==> src/rtl/serial_word_receiver_pkg.sv <==
// Shared types and constants for the serial word receiver and its shift core.
package serial_word_receiver_pkg;

  typedef enum logic [1:0] {
    ST_IDLE = 2'd0,
    ST_RECV = 2'd1,
    ST_GAP  = 2'd2,
    ST_ERR  = 2'd3
  } state_t;

  localparam int PARITY_NONE = 0;
  localparam int PARITY_EVEN = 1;
  localparam int PARITY_ODD  = 2;

  localparam string DIR_LEFT  = "LEFT";
  localparam string DIR_RIGHT = "RIGHT";

  // fold is the XOR of every data bit and the parity bit.
  function automatic logic parity_ok(input logic fold, input int mode);
    return (mode == PARITY_ODD) ? fold : !fold;
  endfunction

endpackage

==> src/rtl/serial_word_receiver_deser_shift_core.sv <==
// Deserialising shift register with direction select, shift enable and synchronous clear.
module deser_shift_core
  import serial_word_receiver_pkg::*;
#(
  parameter int    DATA_WIDTH      = 8,
  parameter string SHIFT_DIRECTION = DIR_LEFT
) (
  input  logic                  clock,
  input  logic                  aclr,
  input  logic                  i_shift_en,
  input  logic                  i_clear,
  input  logic                  i_bit,
  output logic [DATA_WIDTH-1:0] o_next_word
);

  localparam bit SHIFT_LEFT = (SHIFT_DIRECTION != DIR_RIGHT);

  logic [DATA_WIDTH-1:0] r_sh;

  // The value the register takes at the next edge, so the top can latch a word
  // on the same edge that captures its final data bit.
  always_comb begin
    o_next_word = r_sh;
    if (i_clear)
      o_next_word = '0;
    else if (i_shift_en)
      o_next_word = SHIFT_LEFT ? {r_sh[DATA_WIDTH-2:0], i_bit}
                               : {i_bit, r_sh[DATA_WIDTH-1:1]};
  end

  // NOTE: sequential state uses non-blocking assignments so every register
  // samples pre-edge values regardless of process ordering.
  always_ff @(posedge clock or posedge aclr) begin
    if (aclr)
      r_sh <= '0;
    else
      r_sh <= o_next_word;
  end

endmodule

==> src/rtl/serial_word_receiver.sv <==
// Framed serial-to-parallel receiver: FSM, bit counter and parity check around the shift core.
module serial_word_receiver
  import serial_word_receiver_pkg::*;
#(
  parameter int    DATA_WIDTH      = 8,
  parameter string SHIFT_DIRECTION = DIR_LEFT,
  parameter int    PARITY_MODE     = PARITY_NONE
) (
  input  logic                  clock,
  input  logic                  aclr,
  input  logic                  enable,
  input  logic                  serial_in,
  input  logic                  frame,
  output logic [DATA_WIDTH-1:0] data_out,
  output logic                  data_valid,
  output logic                  frame_error,
  output logic                  parity_error,
  output logic                  busy,
  output logic [5:0]            bit_count
);

  localparam bit         HAS_PARITY = (PARITY_MODE != PARITY_NONE);
  localparam int         FRAME_LEN  = DATA_WIDTH + (HAS_PARITY ? 1 : 0);
  localparam logic [5:0] LAST_IDX   = 6'(FRAME_LEN - 1);
  localparam logic [5:0] DATA_BITS  = 6'(DATA_WIDTH);

  state_t                r_state;
  logic [5:0]            r_bit_count;
  logic                  r_par_acc;
  logic [DATA_WIDTH-1:0] r_data_out;
  logic                  r_data_valid;
  logic                  r_frame_error;
  logic                  r_parity_error;

  state_t                w_state_next;
  logic [5:0]            w_cnt_next;
  logic                  w_par_next;
  logic                  w_par_fold;
  logic                  w_shift_en;
  logic                  w_clear;
  logic                  w_valid;
  logic                  w_ferr;
  logic                  w_perr;
  logic [DATA_WIDTH-1:0] w_next_word;

  deser_shift_core #(
    .DATA_WIDTH      (DATA_WIDTH),
    .SHIFT_DIRECTION (SHIFT_DIRECTION)
  ) u_shift (
    .clock       (clock),
    .aclr        (aclr),
    .i_shift_en  (w_shift_en),
    .i_clear     (w_clear),
    .i_bit       (serial_in),
    .o_next_word (w_next_word)
  );

  assign w_par_fold = r_par_acc ^ serial_in;

  // NOTE: every signal gets a default before the case so no latch is inferred.
  always_comb begin
    w_state_next = r_state;
    w_cnt_next   = r_bit_count;
    w_par_next   = r_par_acc;
    w_shift_en   = 1'b0;
    w_clear      = 1'b0;
    w_valid      = 1'b0;
    w_ferr       = 1'b0;
    w_perr       = 1'b0;
    if (enable) begin
      unique case (r_state)
        ST_IDLE: begin
          if (frame) begin
            w_shift_en   = 1'b1;
            w_par_next   = serial_in;
            w_cnt_next   = 6'd1;
            w_state_next = ST_RECV;
          end else begin
            w_clear = 1'b1;
          end
        end
        ST_RECV: begin
          if (frame) begin
            // The parity bit, if any, is counted but never shifted in.
            w_shift_en = (r_bit_count < DATA_BITS);
            w_par_next = w_par_fold;
            if (r_bit_count == LAST_IDX) begin
              w_cnt_next   = 6'd0;
              w_state_next = ST_GAP;
              if (!HAS_PARITY || parity_ok(w_par_fold, PARITY_MODE))
                w_valid = 1'b1;
              else
                w_perr = 1'b1;
            end else begin
              w_cnt_next = r_bit_count + 6'd1;
            end
          end else begin
            w_ferr       = 1'b1;
            w_clear      = 1'b1;
            w_cnt_next   = 6'd0;
            w_state_next = ST_IDLE;
          end
        end
        ST_GAP: begin
          if (frame) begin
            w_ferr       = 1'b1;
            w_state_next = ST_ERR;
          end else begin
            w_state_next = ST_IDLE;
          end
        end
        ST_ERR: begin
          if (!frame)
            w_state_next = ST_IDLE;
        end
        default: w_state_next = ST_IDLE;
      endcase
    end
  end

  // Pulses reload every clock, so they last one cycle even if enable drops.
  always_ff @(posedge clock or posedge aclr) begin
    if (aclr) begin
      r_state        <= ST_IDLE;
      r_bit_count    <= 6'd0;
      r_par_acc      <= 1'b0;
      r_data_out     <= '0;
      r_data_valid   <= 1'b0;
      r_frame_error  <= 1'b0;
      r_parity_error <= 1'b0;
    end else begin
      r_state        <= w_state_next;
      r_bit_count    <= w_cnt_next;
      r_par_acc      <= w_par_next;
      r_data_valid   <= w_valid;
      r_frame_error  <= w_ferr;
      r_parity_error <= w_perr;
      if (w_valid)
        r_data_out <= w_next_word;
    end
  end

  assign data_out     = r_data_out;
  assign data_valid   = r_data_valid;
  assign frame_error  = r_frame_error;
  assign parity_error = r_parity_error;
  assign busy         = (r_state == ST_RECV);
  assign bit_count    = r_bit_count;

endmodule

==> config.mk <==
export PLATFORM = sky130hd
export DESIGN_NAME = serial_word_receiver
export DESIGN_NICKNAME = d
export VERILOG_FILES = /design/src/rtl/serial_word_receiver_pkg.sv /design/src/rtl/serial_word_receiver_deser_shift_core.sv /design/src/rtl/serial_word_receiver.sv
export SDC_FILE = /design/constraint.sdc
export NUM_CORES = 1
export LEC_CHECK = 0
export ABC_CLOCK_PERIOD_IN_PS = 2200
export CAP_MARGIN = 10
export CORE_MARGIN = 4
export CORE_UTILIZATION = 45
export CTS_CLUSTER_DIAMETER = 60
export DETAILED_ROUTE_END_ITERATION = 6
export PLACE_DENSITY = 0.78
export SLEW_MARGIN = 20
export SYNTH_ARGS = -nofsm -noshare
export SYNTH_HDL_FRONTEND = slang
export SYNTH_HIERARCHICAL = 1
export SYNTH_SLANG_ARGS = --single-unit
==> constraint.sdc <==
create_clock -name clock -period 2.2 [get_ports clock]
set_clock_uncertainty 0.2 [all_clocks]
set_input_delay 0.22 -clock clock [delete_from_list [all_inputs] [get_ports clock]]
set_output_delay 0.22 -clock clock [all_outputs]
set_load 0.05 [all_outputs]
util_map.png
The die is cut into 6 by 6 equal tiles; dark blue is low, red is high, 0 to 100% covered.
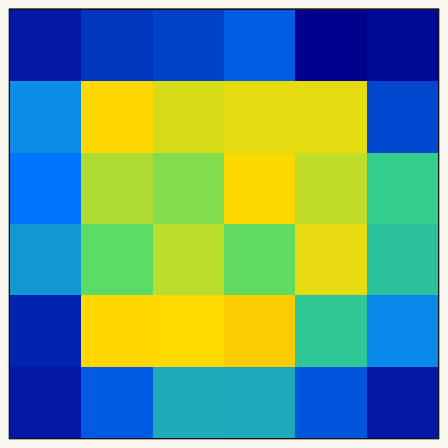
14% of the tiles are over 75% full. 5.6% of the tiles are nearly empty. The mean over all tiles is 41%. The fullest tile reaches 77%. The densest ninth of the die: centre.
end-of-flow core utilization: 60.03%
FP Util: 48.43%
Core Footprint: 0.002545 sq mm

congestion_map.png
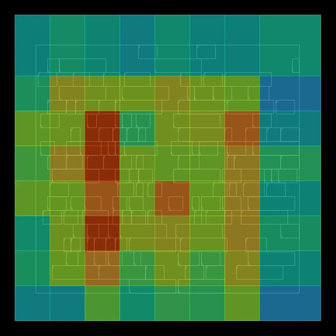
aggregate global-route resource usage: 15.81%
met1 track demand over resource in global routing: 18.46%
met2 track demand over resource in global routing: 28.86%

gates.png
Bar = 20 microns.
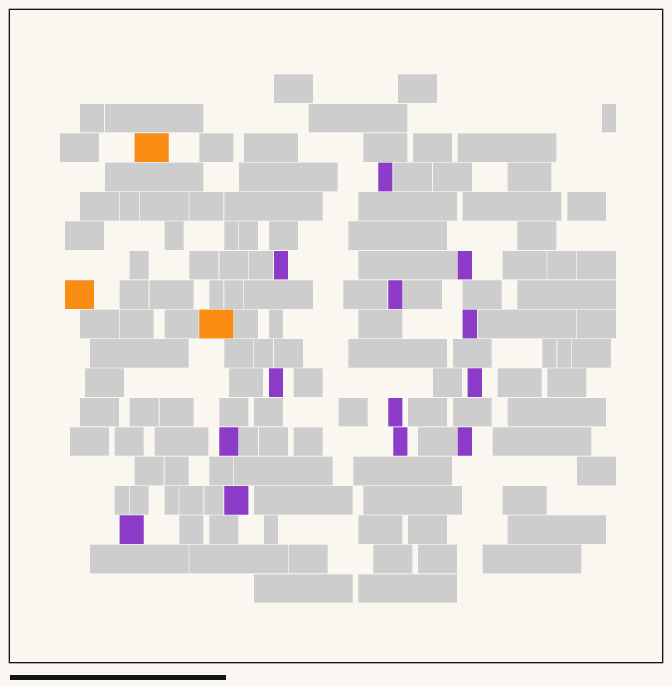
nor cells: marked purple, cells 13. non-inverting ao/oa cells: marked orange, cells 3.

==> flow_summary.toml <==
# implementation run metrics
[status]
result_of_the_run = "complete, no violations"

[timing]
finalHoldViolCount = 0
worst-slew-pin-transition_ps = 498.8
min_period_over_period_pct = 94.67

[cells_and_area]
clockNetworkAreaShare_pct = 2.375
fill_cells = 229
final_common_cell = "sky130_fd_sc_hd__dfrtp_1"
final_layout_size_suffix_gt1_share_pct = 18.80
lay_top_cells = "26 x sky130_fd_sc_hd__dfrtp_1, 20 x sky130_fd_sc_hd__clkdlybuf4s50_1, 10 x sky130_fd_sc_hd__nor2_1"
ff_latch_area_sq_um = 650.6
finalNonFillerCells = 163
seq_cells = 26

[logic_synthesis]
topCombFamilyByArea = "simple AND/OR/NAND/NOR gates"
post_synthesis_sequential_area_ratio_pct = 52.79
yosysCellCount = 107
share_of_async_settable_or_async_resettable_flops_after_synthesis_pct = 100.0
synth.cellmix.adderShare_pct = 1.015
synth.yosys.chip_area_sq_mm = 0.001232
post-synth-top-area-cell = "sky130_fd_sc_hd__dfrtp_1"

[placement]
placedInstanceArea_sq_mm = 0.001481
portBuffers = 21
routabilityCongestion = 0.8401
dpl.cell_count = 158

[pwr]
power_report.internal_total_mw = 0.6559
vdd.ir_drop.worst_v = 0.0003928
power_density_mw_per_mm2 = 597.9
power.share.combinational_pct = 17.4

[global_routing]
grt_pass1_wl_microns = 4326
antenna_violations_before_repair = 0

[clock_network]
inserted_clock_buffers = 3
tritoncts = "yes"
clkLatencyLatePin_ps = 310
post-cts-setup-buffer-count = 0

[route]
vias = 883
vias_per_cell = 5.417
detailroute.wirelength.met3_microns = 129

[worst_setup_path]
setup.worst_path.end = "bit_count[3]"
worst_setup_path_end_kind = "output pin"
worst_path_largest_cell_delay_ps = 850
crit_buf_inv = 1
critPathMaxFanout = 7
timing_worst_setup_path_type = "reg2out"
critPathTopFamily = "buffers and inverters"

[floorplan]
ioPinCount = 23
rows = 18
n_tap_cell = 30
chipHeight_microns = 60.33
floorplan.die_area_sq_mm = 0.003640

[min_path]
hp-start = "frame"
